Design tl_host_arbiter_flat, sky130hd; sources not shown.
Metal 4:
Scale: 1.5 px per µm. Supply wires on this layer in grey.
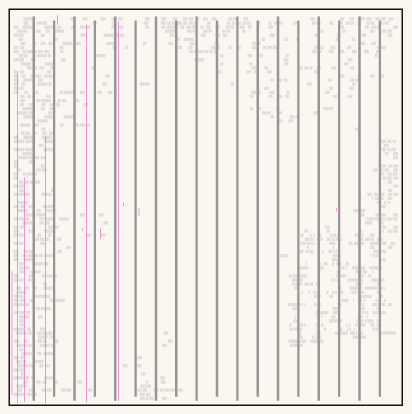
wire length on this layer: 1,160 µm
share of all routed wire: 2.5%
vias after detailed routing: 5,627
aggregate routed wire length: 45,600 µm

Clock nets:
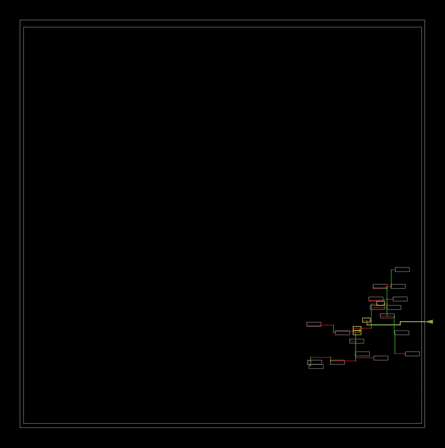
Layout clock buffers: 4
clock latency of the later-clocked register in the worst-skew pair: 0.26 ns

M3 wires:
Scale: 2 px per µm.
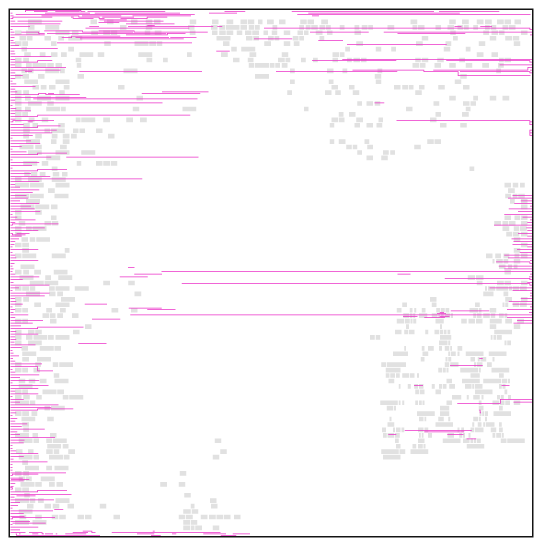
wire length on this layer: 5,800 µm
nets with wire on the layer: 308
main direction: horizontal
longest straight run: 201 µm
share of all routed wire: 13%
GR met3 Demand/Resource: 6.75%

A small window of the routed layout:
Region (171, 172) to (221, 222) µm. Cells in grey, sequential cells in the stronger grey; small squares are vias.
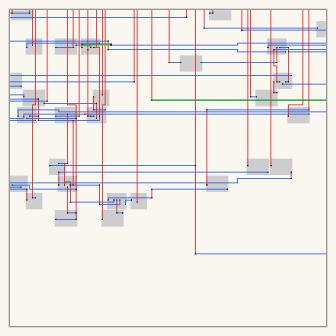
legend:
  green:
    layer: met3
  red:
    layer: met2
  blue:
    layer: met1
most frequent: clkdlybuf4s50_1 (14), a22o_1 (7), buf_4 (6)
sequential cells in the window: 0
cells with their middle in the window: 27

Pin placement:
Scale: 1.5 px per µm. Pins as bars across the die edge, other pins in grey.
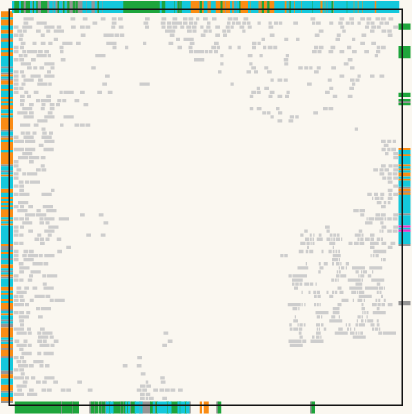
legend:
  green:
    port: `tl_host_d`
    pins: 154
    direction: output
    edge: 78 bottom, 63 top, 13 right
  cyan:
    port: `tl_host_a`
    pins: 278
    direction: input
    edge: 131 top, 88 left, 33 right, 26 bottom
  magenta:
    port: `tl_host_a_valid`
    pins: 2
    direction: input
    edge: right
  orange:
    port: `tl_device_a`
    pins: 140
    direction: output
    edge: 80 left, 47 top, 9 right, 4 bottom
Horiz. Die Dim: 261 µm
total of buffers placed on input and output ports: 432

==> run summary <==
Final tally of hold violations: 0
P_leak: 3.67 nW
Number of detailed-routing iterations run before antenna repair: 4
Layout overhead on the synthesized area: 116%
Setup TNS after final layout: 0 ns
Total length of routed met2 wires: 22,300 µm
Run status: finished clean
FP Rows: 94
Clock tree sinks: 18
Slowest Stage Delay on Critical Path: 0.79 ns
Fraction of the mapped netlist area in simple logic gates: 10.5%
P_int: 1.94 mW
Flip-flop and latch count after synthesis: 18
Core Density at Floorplan: 6.66%
Total number of cells along the worst setup path: 5
Maximum clock insertion buffer count: 2
Register-to-register setup slack: 1.97 ns
Post-route cell area: 9430 µm²
Net Sw Frac: 57.7%
CP most frequent cell: sky130_fd_sc_hd__clkdlybuf4s50_1
Count of non-filler cells in the finished layout: 1,679
Number of unique standard cell types used by synthesis: 66
Post-CTS Setup Bufs: 0
Commonest cells after routing, fill and taps aside: sky130_fd_sc_hd__clkdlybuf4s50_1 (296), sky130_fd_sc_hd__a22o_1 (137), sky130_fd_sc_hd__buf_12 (87), sky130_fd_sc_hd__buf_4 (74), sky130_fd_sc_hd__nand2_1 (20)
Weighted congestion at the end of routability-driven global placement: 0.929
TritonCTS Buffers: 3
# setup viols final: 0
Post-placement worst setup slack: 0.339 ns
Final Power: 4.58 mW
Number of cells in Yosys stat: 549
Worst relative slew slack: 38.0%
Syn Inst Count: 549
FA/HA/MAJ Cells, Area Fraction: 1.43%
AND-OR/OR-AND Cells, Area Fraction: 42.8%
Cell type with the largest total area after synthesis: sky130_fd_sc_hd__a22o_1
Final routed DRC violation total: 0
DRT antenna net count: 0
FF-to-FF path depth: 15
Worst vdd rail ir drop: 243 µV
Vias in the first global route: 5,768
XOR-XNOR Cells, Area Fraction: 0.973%
Dominant cell area share: 27.4%
Area of the core region: 65,600 µm²
Commonest cells in the synthesized netlist: sky130_fd_sc_hd__buf_4 (154), sky130_fd_sc_hd__a22o_1 (137), sky130_fd_sc_hd__clkbuf_1 (28), sky130_fd_sc_hd__nand2_1 (21)
PwrDens: 486 nW/µm²
Data required time at the worst endpoint: 4.38 ns
Final critical-path share of the clock period: 94.0%
Number of cells on the worst hold path: 1
Post-CTS sizing: 0
Max Cap Viol: 0
Worst-path fanout max: 24
Clock slew at reported path FFs: 0.08 ns
Detailed placement HPWL: 41,000 µm
M1 GR Usage: 13.2%
Kind of end point of the critical path: output port
Most utilized layer in the global route result: met2
Data arrival time of the critical path: 4.01 ns
Boundary Pins: 664
CP Buf/Inv Count: 2
Main flop type after synthesis: sky130_fd_sc_hd__dfrtp_1
Die outline area: 68,600 µm²
Cell types occupying the most area after synthesis: sky130_fd_sc_hd__a22o_1 (27%), sky130_fd_sc_hd__buf_4 (26%), sky130_fd_sc_hd__dfrtp_1 (10%)
Top Layer Used: met5
Met2 capacity usage during global routing: 21.6%
Combined global-route utilization of all metal layers: 12.5%
Pin count of the biggest net entering global routing: 52
-- layout make-up --
cell class              instances  area [µm²]  share of cell area, %
clock buffers                   4        55.1                  0.584
diodes                          1        2.50                 0.0265
well taps                     864        1080                   11.5
multi-input cells             323        2530                   26.8
flip-flops and latches         18         450                   4.78
inverters                      12        47.5                  0.504
repair buffers                457        5260                   55.8
-- power by group through the flow --
| stage | logic [mW] | clock network [mW] | registers (mW) |
|---|---|---|---|
| final | 4.27 | 0.103 | 0.208 |
| after floorplan | 2.65 | 0 | 0.186 |
| after global routing | 4.46 | 0.114 | 0.217 |
| after global placement | 4.31 | 0 | 0.209 |
| after CTS | 4.31 | 0.105 | 0.208 |
| after detailed placement | 4.30 | 0 | 0.210 |
Power and IR drop assume default switching activity.
